Fig. 1: run 1, port wiring
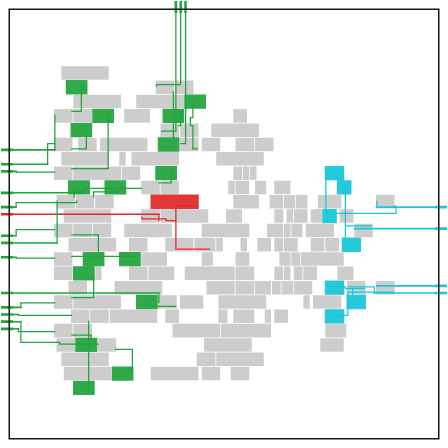
Fig. 2: run 1, ports around the boundary
Pins as bars across the die edge, other pins in gray.
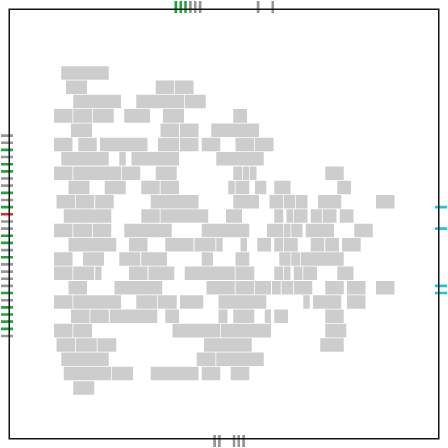
Fig. 3: run 1, clock network drawn from the DEF
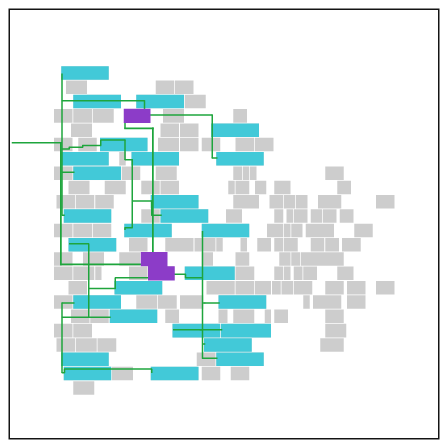
Fig. 4: run 1, cell outlines without signal wires
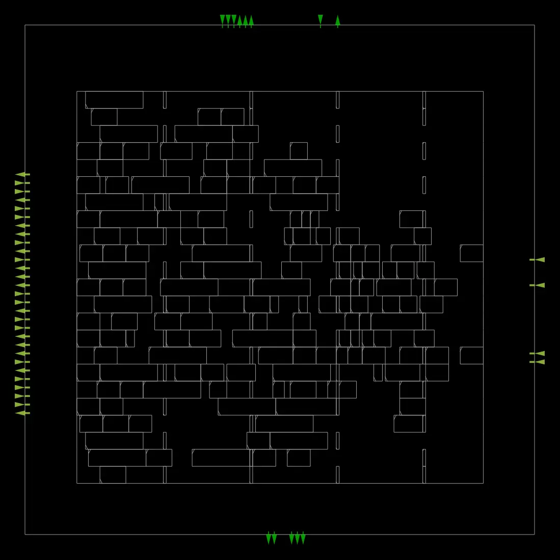
==> config.mk <==
export PLATFORM = sky130hd
export DESIGN_NAME = mux4_rr_sequencer_flat
export DESIGN_NICKNAME = d
export VERILOG_FILES = /design/src/rtl/vdp_mux_pkg.sv /design/src/rtl/mux4_rr_sequencer_if.sv /design/src/rtl/rr_arb4.sv /design/src/rtl/mux4_rr_sequencer.sv /design/src/flat_wrapper.sv
export SDC_FILE = /design/constraint.sdc
export NUM_CORES = 1
export LEC_CHECK = 0
export CELL_PAD_IN_SITES_DETAIL_PLACEMENT = 0
export CELL_PAD_IN_SITES_GLOBAL_PLACEMENT = 1
export CORE_MARGIN = 8
export CORE_UTILIZATION = 31
export DETAILED_ROUTE_END_ITERATION = 10
export HOLD_SLACK_MARGIN = 0.08
export PLACE_DENSITY = 0.83
export RECOVER_POWER = 25
export SLEW_MARGIN = 10
export SYNTH_ARGS = -nofsm -noshare
export SYNTH_HDL_FRONTEND = slang
export SYNTH_HIERARCHICAL = 1
export SYNTH_SLANG_ARGS = --single-unit
==> constraint.sdc <==
create_clock -name clk -period 2.5 [get_ports clk]
set_input_delay 0.5 -clock clk [delete_from_list [all_inputs] [get_ports clk]]
set_output_delay 0.5 -clock clk [all_outputs]
set_load 0.01 [all_outputs]
==> results.tsv <==
metric	value	unit
setup_tns	0	ns
pwr-share-comb	0.596	
r2r_slack	0.10	ns
endpoint_kind	register	
setup_viol	0	
final_layout_size_suffix_gt1_frac	0.2994	
ys_area	0.001323	mm^2
track_usage	0.1044	
chip_area	0.006612	mm^2
hold_viol	0	
postRouteWirelength	3349	um
worstPathRequired	2.66	ns
cp_num_cells	9	
syn-instance-count	103	
nets	185	
dr.pass1.iters	4	
netlist_top_cells_area	dfrtp_1 47%, mux2_2 16%, dfstp_2 4.0%	
fill_cells	366	
place_congestion	0.8270	
met1_usage	0.1136	
hold-worst-slack	0.4915	ns
stdcell_count	207	
p_seq	772	uW
postCtsHoldBufs	0	
syn_area_per_cell	12.84	um^2
total_power	2.513	mW
cp_cell_sequence	buf_4, ha_1, mux2_2, a21oi_2, and2_1, a221oi_1, o32ai_1, buf_4, mux2_4	
diodes	0	
vias	1035	
tightest_slew	1.418	ns
power_density	1301	mW/mm^2
critPathBufInv	2	
largest_reg_flops	16	
slew_violations	0	
switching_share	0.3588	
critPathLaunchType	register	
yosys.area.top_type_share	0.4730	
rsz0062_at_grt	false	
grt_pass1_vias	1126	
cts.sinks	27	
cp.arrival	2.56	ns
ys_types	37	
relSlewSlack	0.05467	
p_sw	901.8	uW
numCtsBuffers	3	
grt_pass1_wl	5361	um
final_cell_area	0.001932	mm^2
cpMaxStageDelayCell	dfstp_2	
seqCellArea	678.2	um^2
ir_drop	0.0005972	V
min_period	2.400	ns
placed_area	0.001872	mm^2
wl_per_cell	16.18	um
synth_warnings	6	
grt-ovfl-total	0	
grt_max_degree	28	
use_met2	0.1687	
status	completed	
dp_hpwl	2593	um
grt_util_met3	0.05298	
logic_area	609.3	um^2
cpMostUsedCell	buf_4	
yosys.area.top_type	dfrtp_1	
postCtsSetupRepairBufs	0	
path_class	register to register	
drt_iter0_drc	50	
p_seq_frac	0.307	
floorplan.core_util	0.3259	
core-area	0.004058	mm^2
pre_cts_slack	-0.08276	ns
reg2regPathDepth	9	
post-route-drc-count	0	
max_stage_delay	0.54	ns
ys.flops	27	
synth_seq_share	0.5128	
cts.repair.resized	0	
busiest_layer	met2	
internal-power	1.612	mW
rows	23	
antenna_found_initial	0	
p_leak	0.8310	nW
clk_pin_slew	0.09	ns
## Picture notes: Fig. 1
| port | color | direction | end cells | buffers | wire |
|---|---|---|---|---|---|
| bus_req | cyan | input | 7 | 4 | 123 um |
| bus_s1 | red | output | 1 | 1 | 54.9 um |
| bus_mux_out | green | input | 16 | 16 | 386 um |
Ports: 46
Buffers on Ports: 45

## Picture notes: Fig. 2
| port | color | pins | direction | edge |
|---|---|---|---|---|
| bus_req | cyan | 4 | input | right |
| bus_mux_out | green | 16 | input | 13 left, 3 top |
| bus_s1 | red | 1 | output | left |
Die Span Y: 81.32 um
die width: 81.32 um

## Picture notes: Fig. 3
[clock wires] green | length: 325 um
[cells driving clock nets] purple | count: 3
[flip-flops] cyan | count: 27
routed clock nets: 4
skew final: 0.006431 ns
Clk pwr share: 0.097
clk pwr: 243 uW
clock latency on the worst-skew pair: 0.27 ns

## Picture notes: Fig. 4
tap cells: 50
Finished Core Util: 0.4761

## run 1: kinds of logic (layout without fill, tap and decap cells)
logic type                 after synthesis  after routing  share of synthesized area
DFF                                     27             27                     0.5128
adders and majority gates                4              4                    0.03784
buffers and inverters                   10             64                    0.04067
AOI/OAI and AO/OA                       21             21                     0.1135
and+or+nand+nor                         18             18                    0.08611
muxes                                   23             23                     0.2091
## run 1: synth_stat cells, drive strengths merged
library cell and n:
dfrtp 25, mux2 21, a21oi 6, inv 6, a21bo 4, buf 4
ha 4, a21boi 2, and3 2, dfstp 2, nand2 2, nor2 2
nor2b 2, nor3 2, nor3b 2, o21ai 2, a21o 1, a221oi 1
a22oi 1, and2 1, and2b 1, mux2i 1, mux4 1, nand2b 1
nand4 1, o211ai 1, o22a 1, o22ai 1, o32ai 1, or2 1
or3b 1
## run 1: routing by layer
layer / part of all wire / vias to the layer above / wire (um)
li1: - / 475 / -
met1: 0.39 / 506 / 1317
met2: 0.47 / 50 / 1589
met3: 0.12 / 4 / 395
met4: 0.014 / 0 / 47
met5: 0 / - / 0
## run 1: cell type report
cell class | instances | share of cell area
tap | 50 | 0.03238
multi-input combinational | 66 | 0.3154
inverter | 6 | 0.01166
sequential | 27 | 0.3510
clock buffer | 4 | 0.02332
timing repair buffer | 54 | 0.2662
## run 1: placed cells by master, fill, tap and decap left out, types with 2 or more instances in the layout
master,n
a21oi_1,5
mux2_4,2
clkbuf_8,3
clkbuf_1,2
nand2_1,2
ha_2,2
clkdlybuf4s50_1,44
buf_4,8
o21ai_1,2
a21bo_2,3
inv_2,2
ha_1,2
inv_1,4
a21boi_0,2
mux2_2,19
nor2_1,2
and3_1,2
dfstp_2,2
dfrtp_1,25
Power is estimated from default activity; no workload was simulated.
